==> images/port_nets.png <==
Scale: 4 px per um.
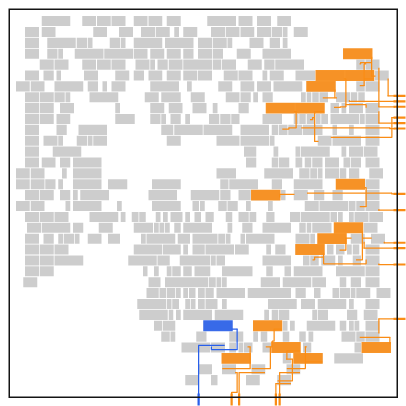
==> images/clock_map.png <==
Scale: 3 px per um.
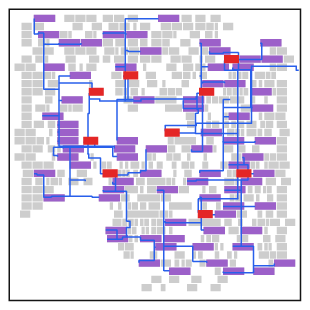
==> config.mk <==
export PLATFORM = sky130hd
export DESIGN_NAME = flash_read_arbiter_flat
export DESIGN_NICKNAME = d
export VERILOG_FILES = /design/src/rtl/flash_arb_pkg.sv /design/src/rtl/flash_read_arbiter_if.sv /design/src/rtl/flash_read_arbiter.sv /design/src/flat_wrapper.sv
export SDC_FILE = /design/constraint.sdc
export NUM_CORES = 1
export LEC_CHECK = 0
export CORE_UTILIZATION = 35
export CTS_CLUSTER_SIZE = 25
export DETAILED_ROUTE_END_ITERATION = 10
export PLACE_DENSITY = 0.8
export SLEW_MARGIN = 20
export SYNTH_ARGS = -nofsm -noshare
export SYNTH_HDL_FRONTEND = slang
export SYNTH_SLANG_ARGS = --single-unit
==> constraint.sdc <==
create_clock -name clk -period 3.25 [get_ports clk]
set_clock_uncertainty 0.05 [all_clocks]
set_input_delay 0.975 -clock clk [delete_from_list [all_inputs] [get_ports clk]]
set_output_delay 0.975 -clock clk [all_outputs]
set_load 0.02 [all_outputs]
==> results_slide.txt <==
Synthesis and Place & Route Summary

Run status
  – Status: complete, no violations

Critical path
  – CP arrival: 1.36 ns
  – Reg2Reg Setup Slack: 1.20 ns
  – Crit-path max FO: 2
  – Critical Setup Path Class: flip-flop to output pin
  – CP Capture Type: output pin
  – Worst-path cell chain: clkdlybuf4s50_1
  – CP peak stage delay: 0.66 ns
  – Levels on crit path: 1
  – Crit-path leading delay family: buffers and inverters
  – Worst path buffer plus inverter count: 1
  – Crit path DRT: 2.22 ns
  – CP max stage cell: clkdlybuf4s50_1
  – Worst Reg-to-Reg Cells: 5
  – Critical Path Start Type: flip-flop

Synthesis
  – Top logic family: simple AND/OR/NAND/NOR gates
  – Post-Syn Area: 3130 um2
  – Basic Gates by Area: 18.4%
  – Number of synthesized flops with an enable pin: 0
  – Biggest area cells: dfxtp_1 (49%), nor2_1 (8.9%), mux2i_1 (7.7%), a211oi_1 (6.0%), a21oi_1 (5.1%)
  – Main synth FF type: dfxtp_1
  – Yosys stat area: 3130 um2
  – Synthesized instance count: 344
  – Number of cells in Yosys stat: 344
  – Post-synthesis sequential area ratio: 48.6%
  – Ys flops: 76
  – Synth Area per Inst: 9.11 um2
  – Top cell area share: 48.6%
  – Adder share: 0.399%
  – Synth warn: 0
  – XOR Share, Synth: 2.24%
  – MUX area fraction: 8.03%
  – Floorplan Nets: 415
  – Yosys cell types: 37
  – Ys async rst share: 0%
  – Largest area contributor in the netlist: dfxtp_1
  – Aoi share: 17.6%

Final layout
  – Nets: 539
  – Top Layout Cells: clkdlybuf4s50_1 (129), dfxtp_1 (76), nor2_1 (74)
  – Antenna cells: 0
  – Logic area: 1480 um2
  – Layout area overhead: 51.3%
  – Design Area, Final: 4740 um2
  – Share of cells above drive strength 1: 6.34%
  – Storage element area: 1520 um2
  – Final Util: 54.6%
  – Layout fillers: 803
  – Largest register FFs: 24
  – Top cell excl fill/tap: clkdlybuf4s50_1

STA
  – Cycle use final: 73.3%
  – Final hold violation count: 0
  – RSZ-0062 raised after global routing: no
  – Setup TNS Final: 0 ns
  – Slew at the pin closest to its max-slew limit: 0.565 ns
  – Final slew viol count: 0
  – Minimum clock period: 2.38 ns
  – Fmax: 420 MHz
  – Hold slack: 0.414 ns
  – Slew margin rel.: 62.0%
  – Final Worst Setup Slack: 0.868 ns
  – Final setup viols: 0

Floorplanning
  – Die area: 9330 um2
  – Core Area: 8680 um2
  – Fp util: 36.1%
  – Die height: 96.6 um
  – Die width: 96.6 um
  – Row Count: 34

Drt
  – WL/cell: 13.8 um
  – Via/cell ratio: 4.88
  – First drt pass iteration count: 6
  – Routed via count: 2838
  – Residual DRC count: 0
  – DR iter-0 viols: 79
  – Post-route ant nets: 0
  – Post-Route WL: 8020 um

Worst hold path
  – Hold depth: 2
  – Worst Hold Class: flip-flop to flip-flop

Flow run
  – Log Warnings: 26
  – Max-cap violations: 0

GRT
  – Largest net degree at the start of global routing: 41
  – Total GRT Usage: 17.1%
  – GRT overflow: 0
  – Initial antenna violation count: 0
  – First-pass GRT wire length: 13200 um
  – Vias in the first global route: 2803

CTS
  – CTS hold repair buffers: 0
  – Clock tree buffer depth: 2
  – Clock H-tree levels: 3
  – Buffer type at the clock tree root: clkbuf_8
  – CTS sink cnt: 76
  – Total CTS buffers: 9
  – Post-cts resize count: 0
  – Post-CTS setup buffer count: 0
  – CTS tree: done
  – Reg clk slew, reported paths: 0.08 ns

Power
  – Leakage: 1.88 nW
  – Pwr/cell area: 492 nW/um2
  – VDD IR max: 0.248 mV

Placed design
  – DP Area: 4510 um2
  – DP HPWL: 5670 um
  – Routability congestion estimate: 0.758
  – Placement Setup Slack: 0.491 ns
About port_nets.png:
legend:
  orange:
    port: `bus_aux_dout`
    bits: 16
    direction: output
    edge: 12 right, 4 bottom
    end_cells: 16
    buffers: 16
    wire: 345 um
  blue:
    port: `bus_ld_ready`
    bits: 1
    direction: output
    edge: bottom
    end_cells: 1
    buffers: 1
    wire: 32.5 um
I/O pin total: 131
Port Buffer Count: 130

About clock_map.png:
legend:
  blue:
    item: clock wires
    length: 984 um
  red:
    item: cells driving clock nets
    count: 9
  purple:
    item: flip-flops
    count: 76
flops lie: spread over the die
Clock power frac: 35.1%
Clock group: 817 uW
worst skew pair latency: 0.35 ns

synthesized netlist by cell type, types with 2 or more instances:
cell and instances:
buf_6 2, o21bai_1 15, nand2_1 3, nand2b_1 18, clkbuf_1 17, nand3_1 4
nand4_1 2, a211oi_1 25, nor2_1 74, nor3_1 5, nor4_1 3, mux2i_1 24
a21oi_1 32, o211ai_1 2, xnor2_1 6, dfxtp_1 76, buf_4 2, xor2_1 2
nor2b_1 2, inv_1 11, o21ai_0 3
power breakdown:
part           total, mW  internal (mW)  switching, mW
Sequential          1.04          0.998         0.0409
Combinational      0.476          0.250          0.226
Clock              0.817          0.456          0.361
Total               2.33           1.70          0.628
cells by family after synthesis:
family,after synthesis
adders and majority gates,1
AOI/OAI and AO/OA,82
muxes,25
xor gates and xnor gates,8
buffers and inverters,34
DFF,76
and+or+nand+nor,118
final cells by class:
class	count	area share [%]
sequential	76	32.1
multi-input combinational	234	31.1
timing repair buffer	136	28.3
clock buffer	11	2.98
tap	108	2.85
clock inverter	5	1.79
inverter	11	0.871
stage by stage:
stage / total power [mW] / std cells
floorplan: 1.29 / 344
global placement: 1.53 / 565
detailed placement: 1.54 / 565
CTS: 2.35 / 581
global route: 2.43 / 581
finish: 2.33 / 581
layer usage:
layer	vias to the layer above	part of all wire (%)	GRT usage (%)
met5	-	0	0
met4	0	1.3	5.86
met3	12	7.1	5.49
met2	105	48	29.6
met1	1290	44	19.8
li1	1431	-	-
Power is estimated from default activity; no workload was simulated.
